**src/rtl/ps2_keyb_matrix.sv**
```systemverilog
// PS/2 set-2 keyboard receiver that keeps a 40-key Spectrum matrix in registers and
// answers the ULA half-row selects combinationally on kbcolumns.
module ps2_keyb_matrix #(
    parameter int unsigned FILTER_LEN = 8,
    parameter int unsigned TIMEOUT    = 14000
) (
    input  logic       clk14,
    input  logic       rst,
    input  logic       ps2clk,
    input  logic       ps2data,
    input  logic [7:0] kbrows,
    output logic [4:0] kbcolumns,
    output logic       scan_strobe,
    output logic [7:0] scancode,
    output logic       frame_err
);

    localparam int unsigned FW = $clog2(FILTER_LEN + 1);
    localparam int unsigned TW = $clog2(TIMEOUT + 1);

    typedef enum logic [1:0] {
        StIdle,
        StData,
        StParity,
        StStop
    } rx_state_e;

    // Synchronisers and glitch filter
    logic [1:0]    clk_sync_q, clk_sync_d;
    logic [1:0]    dat_sync_q, dat_sync_d;
    logic          filt_q, filt_d;
    logic          filt_prev_q, filt_prev_d;
    logic [FW-1:0] fcnt_q, fcnt_d;

    // Receiver
    rx_state_e     state_q, state_d;
    logic [2:0]    bitcnt_q, bitcnt_d;
    logic [7:0]    shift_q, shift_d;
    logic          par_q, par_d;
    logic [TW-1:0] tcnt_q, tcnt_d;

    // Decoded byte handling and outputs
    logic          brk_q, brk_d;
    logic          ext_q, ext_d;
    logic [39:0]   keys_q, keys_d;
    logic [7:0]    scancode_q, scancode_d;
    logic          strobe_q, strobe_d;
    logic          err_q, err_d;

    logic          fall;
    logic          data_s;
    logic          key_hit;
    logic [5:0]    key_idx;

    assign data_s = dat_sync_q[1];
    assign fall   = filt_prev_q & ~filt_q;

    // Set-2 code to matrix cell; cell index is row*5 + column
    always_comb begin
        key_hit = 1'b1;
        key_idx = 6'd0;
        case (shift_q)
            8'h16: key_idx = 6'd35;  // 1
            8'h1E: key_idx = 6'd36;  // 2
            8'h26: key_idx = 6'd37;  // 3
            8'h25: key_idx = 6'd38;  // 4
            8'h2E: key_idx = 6'd39;  // 5
            8'h15: key_idx = 6'd30;  // Q
            8'h1D: key_idx = 6'd31;  // W
            8'h24: key_idx = 6'd32;  // E
            8'h2D: key_idx = 6'd33;  // R
            8'h2C: key_idx = 6'd34;  // T
            8'h1C: key_idx = 6'd25;  // A
            8'h1B: key_idx = 6'd26;  // S
            8'h23: key_idx = 6'd27;  // D
            8'h2B: key_idx = 6'd28;  // F
            8'h34: key_idx = 6'd29;  // G
            8'h45: key_idx = 6'd20;  // 0
            8'h46: key_idx = 6'd21;  // 9
            8'h3E: key_idx = 6'd22;  // 8
            8'h3D: key_idx = 6'd23;  // 7
            8'h36: key_idx = 6'd24;  // 6
            8'h4D: key_idx = 6'd15;  // P
            8'h44: key_idx = 6'd16;  // O
            8'h43: key_idx = 6'd17;  // I
            8'h3C: key_idx = 6'd18;  // U
            8'h35: key_idx = 6'd19;  // Y
            8'h12: key_idx = 6'd10;  // caps shift (left shift)
            8'h1A: key_idx = 6'd11;  // Z
            8'h22: key_idx = 6'd12;  // X
            8'h21: key_idx = 6'd13;  // C
            8'h2A: key_idx = 6'd14;  // V
            8'h5A: key_idx = 6'd5;   // enter
            8'h4B: key_idx = 6'd6;   // L
            8'h42: key_idx = 6'd7;   // K
            8'h3B: key_idx = 6'd8;   // J
            8'h33: key_idx = 6'd9;   // H
            8'h29: key_idx = 6'd0;   // space
            8'h59: key_idx = 6'd1;   // symbol shift (right shift)
            8'h14: key_idx = 6'd1;   // symbol shift (left ctrl)
            8'h3A: key_idx = 6'd2;   // M
            8'h31: key_idx = 6'd3;   // N
            8'h32: key_idx = 6'd4;   // B
            default: key_hit = 1'b0;
        endcase
    end

    always_comb begin
        clk_sync_d  = {clk_sync_q[0], ps2clk};
        dat_sync_d  = {dat_sync_q[0], ps2data};
        filt_d      = filt_q;
        filt_prev_d = filt_q;
        fcnt_d      = '0;
        state_d     = state_q;
        bitcnt_d    = bitcnt_q;
        shift_d     = shift_q;
        par_d       = par_q;
        tcnt_d      = tcnt_q;
        brk_d       = brk_q;
        ext_d       = ext_q;
        keys_d      = keys_q;
        scancode_d  = scancode_q;
        strobe_d    = 1'b0;
        err_d       = 1'b0;

        // Filtered level flips only after FILTER_LEN consecutive differing samples
        if (clk_sync_q[1] != filt_q) begin
            if (fcnt_q == FW'(FILTER_LEN - 1)) begin
                filt_d = clk_sync_q[1];
            end else begin
                fcnt_d = fcnt_q + 1'b1;
            end
        end

        if (fall || state_q == StIdle) begin
            tcnt_d = '0;
        end else if (tcnt_q == TW'(TIMEOUT - 1)) begin
            tcnt_d  = '0;
            err_d   = 1'b1;
            state_d = StIdle;
        end else begin
            tcnt_d = tcnt_q + 1'b1;
        end

        if (fall) begin
            unique case (state_q)
                StIdle: begin
                    if (!data_s) begin
                        state_d  = StData;
                        bitcnt_d = 3'd0;
                    end
                end
                StData: begin
                    shift_d  = {data_s, shift_q[7:1]};
                    bitcnt_d = bitcnt_q + 3'd1;
                    if (bitcnt_q == 3'd7) begin
                        state_d = StParity;
                    end
                end
                StParity: begin
                    par_d   = data_s;
                    state_d = StStop;
                end
                StStop: begin
                    state_d = StIdle;
                    if (data_s && (^{shift_q, par_q})) begin
                        scancode_d = shift_q;
                        strobe_d   = 1'b1;
                        if (shift_q == 8'hE0) begin
                            ext_d = 1'b1;
                        end else if (shift_q == 8'hF0) begin
                            brk_d = 1'b1;
                        end else begin
                            if (!ext_q) begin
                                if (key_hit) begin
                                    keys_d[key_idx] = ~brk_q;
                                end else if (shift_q == 8'h76 && !brk_q) begin
                                    keys_d = '0;
                                end
                            end
                            ext_d = 1'b0;
                            brk_d = 1'b0;
                        end
                    end else begin
                        err_d = 1'b1;
                    end
                end
                default: state_d = StIdle;
            endcase
        end
    end

    always_ff @(posedge clk14 or posedge rst) begin
        if (rst) begin
            clk_sync_q  <= 2'b11;
            dat_sync_q  <= 2'b11;
            filt_q      <= 1'b1;
            filt_prev_q <= 1'b1;
            fcnt_q      <= '0;
            state_q     <= StIdle;
            bitcnt_q    <= 3'd0;
            shift_q     <= 8'd0;
            par_q       <= 1'b0;
            tcnt_q      <= '0;
            brk_q       <= 1'b0;
            ext_q       <= 1'b0;
            keys_q      <= '0;
            scancode_q  <= 8'd0;
            strobe_q    <= 1'b0;
            err_q       <= 1'b0;
        end else begin
            clk_sync_q  <= clk_sync_d;
            dat_sync_q  <= dat_sync_d;
            filt_q      <= filt_d;
            filt_prev_q <= filt_prev_d;
            fcnt_q      <= fcnt_d;
            state_q     <= state_d;
            bitcnt_q    <= bitcnt_d;
            shift_q     <= shift_d;
            par_q       <= par_d;
            tcnt_q      <= tcnt_d;
            brk_q       <= brk_d;
            ext_q       <= ext_d;
            keys_q      <= keys_d;
            scancode_q  <= scancode_d;
            strobe_q    <= strobe_d;
            err_q       <= err_d;
        end
    end

    // Wired-AND of every selected half-row, no clock in the path
    always_comb begin
        logic [4:0] cols;
        cols = 5'b11111;
        for (int r = 0; r < 8; r++) begin
            for (int j = 0; j < 5; j++) begin
                if (!kbrows[r] && keys_q[r*5+j]) begin
                    cols[j] = 1'b0;
                end
            end
        end
        kbcolumns = cols;
    end

    assign scan_strobe = strobe_q;
    assign scancode    = scancode_q;
    assign frame_err   = err_q;

endmodule

```
**config.mk**
```make
export PLATFORM = sky130hd
export DESIGN_NAME = ps2_keyb_matrix
export DESIGN_NICKNAME = d
export VERILOG_FILES = /design/src/rtl/ps2_keyb_matrix.sv
export SDC_FILE = /design/constraint.sdc
export NUM_CORES = 1
export LEC_CHECK = 0
export CORE_MARGIN = 2
export CORE_UTILIZATION = 45
export DETAILED_ROUTE_END_ITERATION = 12
export SYNTH_ARGS = -nofsm -noshare
export SYNTH_HDL_FRONTEND = slang
export SYNTH_SLANG_ARGS = --single-unit
```
**constraint.sdc**
```tcl
create_clock -name clk14 -period 4.3 [get_ports clk14]
set_clock_uncertainty 0.1 [all_clocks]
set_input_delay 1.29 -clock clk14 [delete_from_list [all_inputs] [get_ports clk14]]
set_output_delay 1.29 -clock clk14 [all_outputs]
set_load 0.005 [all_outputs]
```
==> images/clock_map.png <==
Bar = 20 µm.
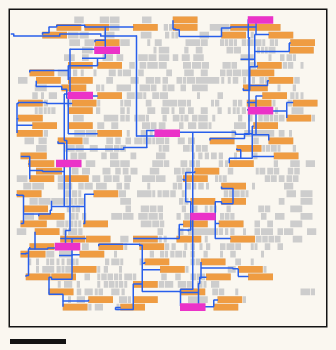
cells driving clock nets -> magenta  # count 9
flip-flops -> orange  # count 90
clock wires -> blue  # length 1210 µm
routed clock nets = 10
flops lie = widely spread
Latency at later pin: 350 ps
clock network fraction of total power: 42.0%

==> images/drive_strength.png <==
Bar = 20 µm.
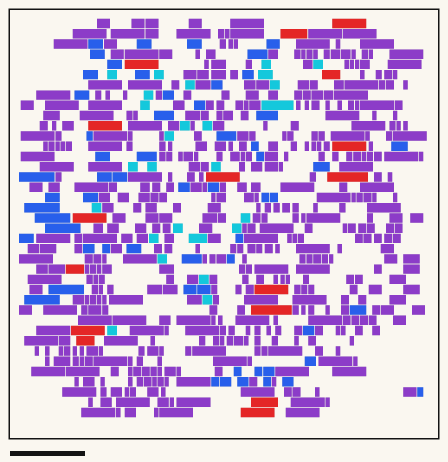
drive 6 and up -> red  # cells 16
drive 3 to 4 -> cyan  # cells 26
drive 2 -> blue  # cells 59
drive 1 or less -> purple  # cells 519
Final Cell Area: 0.00618 mm²
worst setup margin: 39.1 ps
P&R area growth vs syn: 14.1%

==> impl_metrics.yaml <==
# flow metrics
clocking:
  cts_root_buffer: "clkbuf_16"
  cts_made_buffers: 9
  cts_hold_buf: 0
  cts_sinks: 90
  post_cts_resized: 0
  post_cts_buffers: 0
  cts_tree: "built"
  h-tree-depth: 3
  clockBufferDepth: 2
  clk_pin_slew_ps: 60
global_routing:
  grt_max_degree: 58
  antenna_found_initial: 0
  grt_pass1_vias: 4413
  grt-ovfl-total: 0
  grt_first_pass_wirelength_um: 23700
  grt_use_total_pct: 23.6
yosys:
  fp_nets: 614
  synthCells: 598
  yosysTopAreaCell: "dfrtp_1"
  top_cell_area_share_pct: 38.8
  syn_area_per_cell_um2: 9.06
  ff_type: "dfrtp_1"
  area_leaders: "dfrtp_1 39%, o22ai_1 5.5%, inv_1 3.4%"
  ys_cells: 598
  ys_async_sr_fraction_pct: 100
  synth.ff_latch_count: 90
  yosysSeqAreaShare_pct: 41.7
  ys_area_mm2: 0.00542
  yosysUniqueCellTypes: 75
  syn_area_mm2: 0.00542
  yosys_warnings: 0
  edf_count: 0
drt:
  drt-total-wl_um: 14600
  first_iter_violations: 444
  ant_nets: 0
  drc: 0
  drt-wirelength-per-cell_um: 19.0
  routed_via_density: 6.03
  drt_pass1_iterations: 5
  num_vias: 4623
setup_path:
  worst_ep_required_time_ps: 2910
  worstPathMaxFanout: 5
  worst_path_most_repeated_cell: "clkdlybuf4s50_1"
  cp_num_buf_inv: 2
  cp_top_family: "buffers and inverters"
  worstSetupStartpointType: "input port"
  crit_arrival_ps: 2870
  cp_cell_sequence: "clkdlybuf4s50_1, o22ai_1, nor4_1, clkdlybuf4s50_1"
  cp_slowest_cell: "clkdlybuf4s50_1"
  end_kind: "primary output"
  slowest_delay_ps: 590
  crit_type: "input port to primary output"
placement:
  globalplace.congestion: 0.923
  dpl_cell_area_mm2: 0.00582
  place_ws_ps: 29.4
  hpwl_um: 10300
  numPortBuffers: 26
floorplanning:
  num_io_pins: 27
  fp_util_pct: 45.7
  fp.dieH_um: 114
  row_count: 40
  die_width_um: 114
  core_area_mm2: 0.0119
  chip_area_mm2: 0.0129
pwr:
  ir_drop_mv: 0.365
  powerDensity_mw_per_mm2: 342
  p_leak_nw: 2.51
status:
  status: "completed"
layout:
  drive_gt1_share_pct: 16.3
  final_nets: 631
  antenna-diode-count: 0
final_timing:
  fin_setup_tns_ps: 0
  max_freq_mhz: 235
  fin_crit_ps: 4260
  max_slew_margin_pct: 42.1
  hold_viol: 0
  rsz0062_at_grt: "no"
  slew_viol_final: 0
  fin_crit_sh_pct: 99.1
  worstMarginPinSlew_ps: 867
  finalSetupViolations: 0
job:
  maxCapViolations: 0
  openroad.warnings: 26
hold_path:
  hp-class: "flop to flop"
metal layers:
metal | wire, µm | global-route usage, %
met2 | 6640 | 36.2
met1 | 6710 | 32.6
met4 | 519 | 11.7
met3 | 704 | 3.83
met5 | 0 | 0
per-stage QoR:
step | utilization (%) | total power, W | std cells | hold slack (ps)
floorplan | - | 0.00115 | 598 | 245
global placement | 49.1 | 0.00123 | 751 | 246
detailed placement | 49.1 | 0.00124 | 751 | 248
CTS | 52.0 | 0.00213 | 767 | 257
global route | 52.1 | 0.00220 | 767 | 259
finish | 52.1 | 0.00211 | 767 | 255
cell families (layout without fill, tap and decap cells):
kind of cell / count (synthesis) / in the layout / share of synthesized area (%)
AND/OR/NAND/NOR: 214 / 214 / 22.9
AND-OR/OR-AND: 157 / 157 / 19.4
buffers and inverters: 93 / 115 / 7.92
flip-flops: 90 / 90 / 41.7
XOR/XNOR: 24 / 24 / 3.88
multiplexers: 16 / 16 / 3.30
adder cells (fa/ha/maj): 4 / 4 / 0.924
cell usage after synthesis (all sizes together) (3+ instances only):
cell,n
or4,4
nand2,47
or2,12
o22ai,50
inv,49
a211o,3
mux2,15
ha,4
or4b,7
and2,3
clkbuf,21
nand4,3
a211oi,3
o211ai,4
nand3b,5
nor3,8
nand4bb,3
dfrtp,84
nor2,37
xnor2,16
nor2b,9
or3,6
a21oi,40
nand2b,12
buf,23
nand3,27
nand4b,5
nor4,10
o21ai,28
nor4b,5
dfstp,6
xor2,8
a2111o,3
or3b,4
flip-flops by register name, summed over array words and instances (netlist names), 2 cells and up:
name / count
dat_sync_q: 2
scancode: 8
shift_q: 8
state_q: 2
bitcnt_q: 3
keys_q: 40
tcnt_q: 14
fcnt_q: 4
clk_sync_q: 2
worst paths after layout:
path	slack [ps]	end	cells after the start	startpoint
max reg2reg	480	keys_q[4]$_DFFE_PP0P_	8	shift_q[0]$_DFFE_PP0P_
max in group asynchronous	2130	clk_sync_q[0]$_DFF_PP1_	3	rst
min	260	dat_sync_q[1]$_DFF_PP1_	0	dat_sync_q[0]$_DFF_PP1_
max	40	kbcolumns[0]	4	kbrows[7]
min in group asynchronous	1220	keys_q[4]$_DFFE_PP0P_	2	rst
min reg2reg	260	dat_sync_q[1]$_DFF_PP1_	0	dat_sync_q[0]$_DFF_PP1_
final cells by class:
cell class	instances	area, µm²
fill	1127	5680
multi-input combinational	415	2740
sequential	90	2260
timing repair buffer	50	478
clock buffer	12	267
inverter	49	185
tap	147	184
clock inverter	4	72.6
report_power, final:
part | leakage [nW] | internal (W) | switching, W
logic | 1.11 | 0.000112 | 0.000151
registers | 1.23 | 0.000900 | 0.0000608
clock network | 0.165 | 0.000555 | 0.000333
total | 2.51 | 0.00157 | 0.000545
placed cells by master, fill, tap and decap left out, drive strengths merged, types with 6 or more instances in the layout:
cell	netlist	layout
a21oi	40	40
o21ai	28	28
dfstp	6	6
clkbuf	21	12
or2	12	12
dfrtp	84	84
mux2	15	15
or4b	7	7
xnor2	16	16
clkdlybuf4s50	0	21
nand2	47	47
nor4	10	10
nand2b	12	12
xor2	8	8
or3	6	6
nor3	8	8
inv	49	48
nor2b	9	9
o22ai	50	50
buf	23	24
nand3	27	27
nor2	37	37
Power is estimated from default activity; no workload was simulated.
